### Metal 3

The bar under the picture is 20 um long.
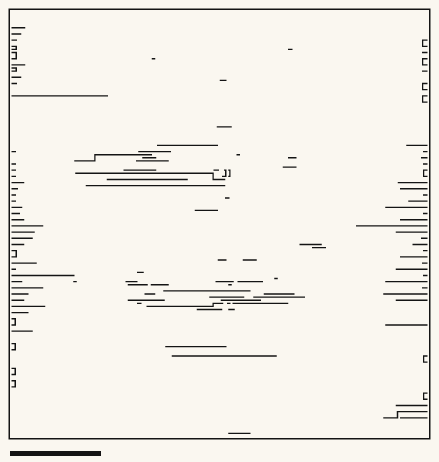
### Routed metal, one colour a layer

The bar under the picture is 20 um long.
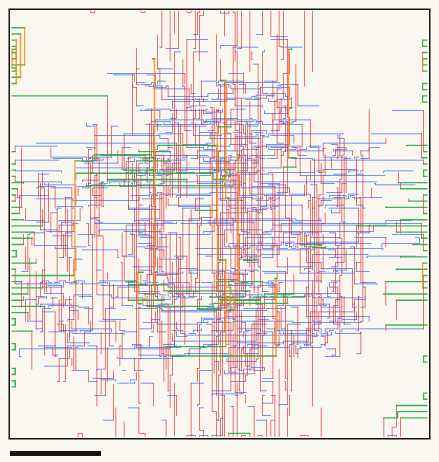
### Signal wires on met4

Supply wires on this layer in grey.
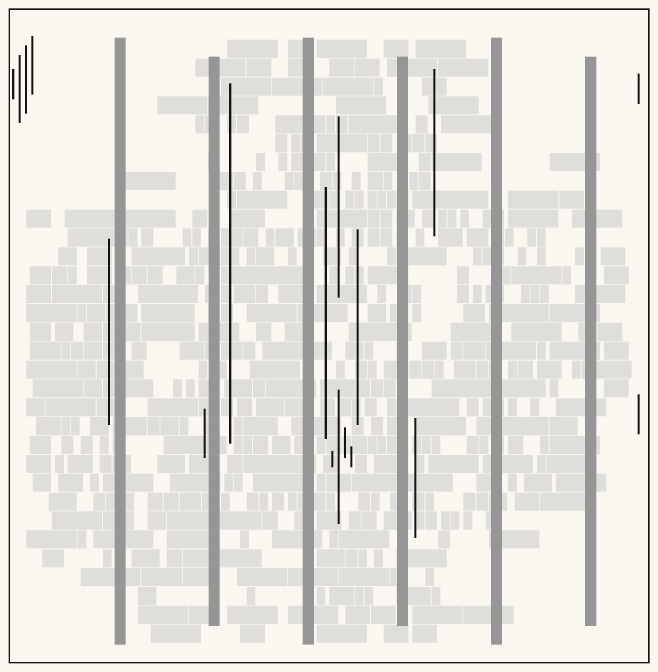
<file path="config.mk">
export PLATFORM = sky130hd
export DESIGN_NAME = load_store_unit_flat
export DESIGN_NICKNAME = d
export VERILOG_FILES = /design/src/rtl/lsu_pkg.sv /design/src/rtl/lsu_if.sv /design/src/rtl/lsu_load_extract.sv /design/src/rtl/load_store_unit.sv /design/src/flat_wrapper.sv
export SDC_FILE = /design/constraint.sdc
export NUM_CORES = 1
export LEC_CHECK = 0
export ABC_AREA = 1
export CAP_MARGIN = 20
export CORE_AREA = 2 2 90 92
export DETAILED_ROUTE_END_ITERATION = 12
export DIE_AREA = 0 0 92 94
export PLACE_DENSITY = 0.76
export SKIP_LAST_GASP = 1
export SLEW_MARGIN = 30
export SYNTH_ARGS = -nofsm -noshare
export SYNTH_HDL_FRONTEND = slang
export SYNTH_SLANG_ARGS = --single-unit
</file>
<file path="constraint.sdc">
create_clock -name clk -period 1.5 [get_ports clk]
set_clock_uncertainty 0.15 [all_clocks]
set_input_delay 0.225 -clock clk [delete_from_list [all_inputs] [get_ports clk]]
set_output_delay 0.225 -clock clk [all_outputs]
set_load 0.1 [all_outputs]
</file>
<file path="src/rtl/lsu_pkg.sv">
// Shared definitions for the load/store unit.
// Funct3 codes, FSM states and access checks.
package lsu_pkg;

  localparam logic [2:0] F3_B  = 3'b000;
  localparam logic [2:0] F3_H  = 3'b001;
  localparam logic [2:0] F3_W  = 3'b010;
  localparam logic [2:0] F3_BU = 3'b100;
  localparam logic [2:0] F3_HU = 3'b101;

  typedef enum logic [1:0] {
    IDLE,
    LOAD_WAIT,
    RESP
  } lsu_state_t;

  function automatic logic is_misaligned(
    input logic [2:0] funct3,
    input logic [1:0] off
  );
    logic half_bad;
    logic word_bad;
    half_bad = (funct3[1:0] == 2'b01) && off[0];
    word_bad = (funct3[1:0] == 2'b10) && (off != 2'b00);
    return half_bad || word_bad;
  endfunction

  function automatic logic is_illegal(
    input logic [2:0] funct3,
    input logic       write
  );
    logic bad_code;
    bad_code = (funct3 == 3'b011) || (funct3 == 3'b110) ||
               (funct3 == 3'b111);
    return bad_code || (write && funct3[2]);
  endfunction

endpackage

</file>
<file path="src/rtl/lsu_if.sv">
// Request/response bundle and data-memory port.
// master drives the request side of each bus.
interface lsu_if #(
  parameter int SIZE       = 32,
  parameter int ADDR_WIDTH = 4
);
  logic                  req_valid;
  logic                  req_ready;
  logic                  req_write;
  logic [2:0]            req_funct3;
  logic [ADDR_WIDTH+1:0] req_addr;
  logic [SIZE-1:0]       req_wdata;
  logic                  resp_valid;
  logic                  resp_ready;
  logic [SIZE-1:0]       resp_rdata;
  logic                  resp_err;

  modport master (
    output req_valid, req_write, req_funct3,
    output req_addr, req_wdata, resp_ready,
    input  req_ready, resp_valid, resp_rdata, resp_err
  );

  modport slave (
    input  req_valid, req_write, req_funct3,
    input  req_addr, req_wdata, resp_ready,
    output req_ready, resp_valid, resp_rdata, resp_err
  );
endinterface

interface mem_if #(
  parameter int SIZE       = 32,
  parameter int ADDR_WIDTH = 4
);
  logic [ADDR_WIDTH+1:0] mem_address;
  logic [2:0]            mem_funct3;
  logic [SIZE-1:0]       mem_w_data;
  logic                  mem_write;
  logic [SIZE-1:0]       mem_data_out;

  modport master (
    output mem_address, mem_funct3, mem_w_data, mem_write,
    input  mem_data_out
  );

  modport slave (
    input  mem_address, mem_funct3, mem_w_data, mem_write,
    output mem_data_out
  );
endinterface

</file>
<file path="src/rtl/lsu_load_extract.sv">
// Lane select and sign/zero extension of a loaded word.
// Little-endian: byte k sits at bits [8k+7:8k].
module lsu_load_extract
  import lsu_pkg::*;
(
  input  logic [31:0] word,
  input  logic [2:0]  funct3,
  input  logic [1:0]  offset,
  output logic [31:0] result
);

  logic [7:0]  b;
  logic [15:0] h;

  // pick the addressed lane, then extend by access type
  always_comb begin
    b      = word[{offset, 3'b000} +: 8];
    h      = offset[1] ? word[31:16] : word[15:0];
    result = word;
    unique case (1'b1)
      (funct3 == F3_B):  result = {{24{b[7]}}, b};
      (funct3 == F3_BU): result = {24'h0, b};
      (funct3 == F3_H):  result = {{16{h[15]}}, h};
      (funct3 == F3_HU): result = {16'h0, h};
      default:           result = word;
    endcase
  end

endmodule

</file>
<file path="src/rtl/load_store_unit.sv">
// Single-outstanding load/store initiator.
// Checks alignment, drives the memory port, extends loads.
module load_store_unit
  import lsu_pkg::*;
#(
  parameter int SIZE       = 32,
  parameter int ADDR_WIDTH = 4
) (
  input  logic clk,
  input  logic rst,
  lsu_if.slave core,
  mem_if.master mem
);

  lsu_state_t            state;
  lsu_state_t            nxt;
  logic [ADDR_WIDTH+1:0] addr;
  logic [2:0]            f3;
  logic                  wr;
  logic                  accept;
  logic                  bad;
  logic [2:0]            f3_q;
  logic [1:0]            off_q;
  logic [SIZE-1:0]       rdata_q;
  logic                  err_q;
  logic [SIZE-1:0]       ext;

  assign addr = core.req_addr;
  assign f3   = core.req_funct3;
  assign wr   = core.req_write;

  assign accept = (state == IDLE) && core.req_valid && !rst;
  assign bad    = is_misaligned(f3, addr[1:0]) || is_illegal(f3, wr);

  assign mem.mem_address = addr;
  assign mem.mem_funct3  = f3;
  assign mem.mem_w_data  = core.req_wdata;

  assign core.resp_rdata = rdata_q;
  assign core.resp_err   = err_q;

  lsu_load_extract u_extract (
    .word   (mem.mem_data_out),
    .funct3 (f3_q),
    .offset (off_q),
    .result (ext)
  );

  // state register
  always_ff @(posedge clk) begin
    if (rst) state <= IDLE;
    else     state <= nxt;
  end

  // next-state: stores and errors skip LOAD_WAIT
  always_comb begin
    nxt = state;
    unique case (state)
      IDLE: begin
        if (accept) nxt = (bad || wr) ? RESP : LOAD_WAIT;
      end
      LOAD_WAIT: nxt = RESP;
      RESP: begin
        if (core.resp_ready) nxt = IDLE;
      end
      default: nxt = IDLE;
    endcase
  end

  // handshake and write strobe; write only on a clean store accept
  always_comb begin
    core.req_ready  = 1'b0;
    core.resp_valid = 1'b0;
    mem.mem_write   = 1'b0;
    unique case (state)
      IDLE: begin
        core.req_ready = !rst;
        mem.mem_write  = accept && wr && !bad;
      end
      RESP:    core.resp_valid = 1'b1;
      default: ;
    endcase
  end

  // response payload and load context; held stable through RESP
  always_ff @(posedge clk) begin
    if (rst) begin
      rdata_q <= '0;
      err_q   <= 1'b0;
      f3_q    <= F3_B;
      off_q   <= 2'b00;
    end else if (accept) begin
      rdata_q <= '0;
      err_q   <= bad;
      f3_q    <= f3;
      off_q   <= addr[1:0];
    end else if (state == LOAD_WAIT) begin
      rdata_q <= ext;
      err_q   <= 1'b0;
    end
  end

endmodule

</file>
<file path="src/flat_wrapper.sv">
// flat-port wrapper written by rule: the top's interface ports become plain ports
module load_store_unit_flat import lsu_pkg::*;
#(
  parameter int SIZE       = 32,
  parameter int ADDR_WIDTH = 4
)
  (clk, rst, core_req_valid, core_req_write, core_req_funct3, core_req_addr, core_req_wdata, core_resp_ready, core_req_ready, core_resp_valid, core_resp_rdata, core_resp_err, mem_mem_address, mem_mem_funct3, mem_mem_w_data, mem_mem_write, mem_mem_data_out);
  lsu_if #(.SIZE(SIZE), .ADDR_WIDTH(ADDR_WIDTH)) core_i ();
  mem_if #(.SIZE(SIZE), .ADDR_WIDTH(ADDR_WIDTH)) mem_i ();
  input  logic clk;
  input  logic rst;
  input wire logic [$bits(core_i.req_valid)-1:0] core_req_valid;
  input wire logic [$bits(core_i.req_write)-1:0] core_req_write;
  input wire logic [$bits(core_i.req_funct3)-1:0] core_req_funct3;
  input wire logic [$bits(core_i.req_addr)-1:0] core_req_addr;
  input wire logic [$bits(core_i.req_wdata)-1:0] core_req_wdata;
  input wire logic [$bits(core_i.resp_ready)-1:0] core_resp_ready;
  output wire logic [$bits(core_i.req_ready)-1:0] core_req_ready;
  output wire logic [$bits(core_i.resp_valid)-1:0] core_resp_valid;
  output wire logic [$bits(core_i.resp_rdata)-1:0] core_resp_rdata;
  output wire logic [$bits(core_i.resp_err)-1:0] core_resp_err;
  output wire logic [$bits(mem_i.mem_address)-1:0] mem_mem_address;
  output wire logic [$bits(mem_i.mem_funct3)-1:0] mem_mem_funct3;
  output wire logic [$bits(mem_i.mem_w_data)-1:0] mem_mem_w_data;
  output wire logic [$bits(mem_i.mem_write)-1:0] mem_mem_write;
  input wire logic [$bits(mem_i.mem_data_out)-1:0] mem_mem_data_out;
  assign core_i.req_valid = core_req_valid;
  assign core_i.req_write = core_req_write;
  assign core_i.req_funct3 = core_req_funct3;
  assign core_i.req_addr = core_req_addr;
  assign core_i.req_wdata = core_req_wdata;
  assign core_i.resp_ready = core_resp_ready;
  assign core_req_ready = core_i.req_ready;
  assign core_resp_valid = core_i.resp_valid;
  assign core_resp_rdata = core_i.resp_rdata;
  assign core_resp_err = core_i.resp_err;
  assign mem_mem_address = mem_i.mem_address;
  assign mem_mem_funct3 = mem_i.mem_funct3;
  assign mem_mem_w_data = mem_i.mem_w_data;
  assign mem_mem_write = mem_i.mem_write;
  assign mem_i.mem_data_out = mem_mem_data_out;
  load_store_unit #(.SIZE(SIZE), .ADDR_WIDTH(ADDR_WIDTH)) u_core (.clk(clk), .rst(rst), .core(core_i), .mem(mem_i));
endmodule
</file>
==> results.ini <==
[floorplanning]
io_pins = 155
chipHeight_um = 94
die_w_um = 92
die_area_um2 = 8648

[power_and_ir_drop]
p_leak_nw = 2.022
seq_power_share_pct = 33.9
irDropWorstVdd_v = 0.0004617
sw_frac_of_total_pct = 30.99
combPwrFrac_pct = 30.1
internal-power_mw = 2.281
clockPowerShare_pct = 36.0
p_per_area_nw_per_um2 = 748.3
p_switching_mw = 1.024

[synth]
syn_area_um2 = 2589
synth_cell_type_count = 27
ys_warn_count = 0
syn_inst = 397
yosysSeqAreaShare_pct = 30.93
yosysCellCount = 397
avgSynthCellArea_um2 = 6.521
ys_ff = 40
fp_nets = 475
yosys_area_um2 = 2589

[drt]
routedWlPerCell_um = 14.60
antenna_left = 0
drc_errors = 0
wl_um = 8436
drt_pre_antenna_iters = 7
vias = 2839

[sta]
setup_ws_ns = -0.2009
slew_headroom_pct = 77.35
rsz0062_at_grt = true
setup_viol = 5
finalCritPeriodShare_pct = 113.4
hold_viol = 0
maxClockFrequency_mhz = 587.9
drv_slew = 0

[clocking]
cts_buffers = 5
cts_tree = done
path_clk_slew_ns = 0.08
htree_num_levels = 2
clock_sinks = 40
root_buffer = clkbuf_8
hold_buffers = 0
clk_latency_ns = 0.30

[placement]
place_ws_ns = -0.2996
dp_hpwl_um = 5854

[critical_path]
start_kind = flop
end_kind = output pin
cpMostUsedCell = nor2_4
cp_data_arrival_time_ns = 1.33
cp.buffers_inverters = 2
slowest_stage = dfxtp_4
criticalPathCategory = reg2out
cpPeakStageDelay_ns = 0.36
crit_fanout = 2
worstPathRequired_ns = 1.12
cp_cell_sequence = inv_4 > nand3_4 > nor2_4 > nand3_2 > nor2_4 > buf_12

[layout]
fin_util_pct = 58.06
drive_above_1_share_pct = 33.19
lay_top_cells = 57 x nand2_1, 51 x inv_1, 50 x buf_12, 45 x nor2_1, 35 x clkdlybuf4s50_1
area_growth_pct = 70.61
num_antenna_cells = 0

[flow_run]
warnings = 29
drv_cap = 0

[min_path]
worst_hold_path_type = in2reg

[global_routing]
grt_max_degree = 54
grt_use_total_pct = 17.77
grt_pass1_vias = 2674
grt-ovfl-total = 0
grt_pass1_wl_um = 12310

[outcome]
outcome = complete, but fails checks
violations = negative setup slack

## Picture notes: 'Metal 3'
longest straight run	30.4 um
share of all routed wire	7.4%
wire length on this layer	625 um
main direction	horizontal

## Picture notes: 'Routed metal, one colour a layer'
colour	layer	wire length
orange	M4	284 um
blue	M1	3,360 um
red	M2	4,170 um
green	M3	625 um

## Picture notes: 'Signal wires on met4'
main direction	vertical
longest straight run	51.7 um
nets with wire on the layer	18
wire length on this layer	284 um
share of all routed wire	3.4%

[per-stage QoR]
step / hold WS [ns] / instances / area [um2] / TNS [ns]
floorplan: 0.1377 / 397 / 2653 / -0.1634
global placement: 0.3007 / 548 / 3851 / -5.478
detailed placement: 0.3007 / 548 / 3851 / -7.274
CTS: 0.2872 / 567 / 4095 / -0.3361
global route: 0.2717 / 578 / 4417 / -1.090
finish: 0.2533 / 578 / 4417 / -0.4554
[power groups by stage]
stage	logic (mW)	registers, mW	clock network [mW]
after detailed placement	0.872	1.14	0
after CTS	0.905	1.12	1.18
after floorplan	0.872	1.22	0
after global placement	0.860	1.14	0
final	0.995	1.12	1.19
after global routing	1.06	1.13	1.23
[cells in the mapped netlist (all sizes together)]
cell type / count / share of area, %
nand3b: 1 / 0.29
o21ai: 49 / 11
o22ai: 4 / 0.97
clkbuf: 3 / 0.43
buf: 54 / 15
nand2: 65 / 10
a21o: 5 / 1.5
nand3: 30 / 5.8
inv: 62 / 9.1
nand4: 5 / 1.2
a21oi: 11 / 2.1
dfxtp: 40 / 31
a31oi: 1 / 0.24
or2: 2 / 0.48
o211ai: 2 / 0.58
nor3: 1 / 0.19
nor2: 62 / 9.8
[tightest hold or removal path: stages]
cell and delay, ns:
dlymetal6s2s_1 0.14, inv_2 0.06, buf_4 0.09, buf_4 0.09, o22ai_1 0.06
[cell families (layout without fill, tap and decap cells)]
family | after synthesis | after routing | share of synthesized area, %
and+or+nand+nor | 166 | 167 | 28.13
buffers and inverters | 119 | 197 | 24.65
AOI/OAI and AO/OA | 72 | 72 | 16.29
DFF | 40 | 40 | 30.93
[sequential cells by signal, summed over array words and instances, names as in the netlist]
| signal | flops |
|---|---|
| u_core.core.resp_err | 1 |
| u_core.core.resp_rdata | 32 |
| u_core.off_q | 2 |
| u_core.f3_q | 3 |
| u_core.state | 2 |
[timing repair]
| item | CTS | global route |
|---|---|---|
| gates resized | 13 | 48 |
| buffers inserted | 11 | 5 |
| endpoints found under the setup margin | 9 | 31 |
| pin swaps | 5 | 20 |
| gates cloned | 0 | 6 |
[per-layer routing]
layer | global-route usage (%) | part of all wire (%)
met1 | 21.36 | 40
met2 | 29.66 | 49
met3 | 4.013 | 7.4
met4 | 9.328 | 3.4
met5 | 0 | 0
[area by class of cell]
cell class              count  area, um2
multi-input cells         239       1324
clock buffers               6      93.84
repair buffers            127       1745
clock inverters             2      60.06
well taps                 102      127.6
inverters                  62      250.2
fillers                   666       3191
flip-flops and latches     40      815.8
[path summary, 6_finish.rpt]
kind	from	end	slack (ns)	cells after the start
setup / recovery	u_core.state[0]$_SDFFE_PP0P_	mem_mem_write	-0.20	6
hold reg to reg	u_core.core.resp_rdata[5]$_SDFFE_PP0P_	u_core.core.resp_rdata[5]$_SDFFE_PP0P_	0.38	2
setup reg to reg	u_core.state[0]$_SDFFE_PP0P_	u_core.core.resp_rdata[21]$_SDFFE_PP0P_	-0.04	10
hold / removal	core_req_addr[1]	u_core.off_q[1]$_SDFFE_PP0P_	0.25	5
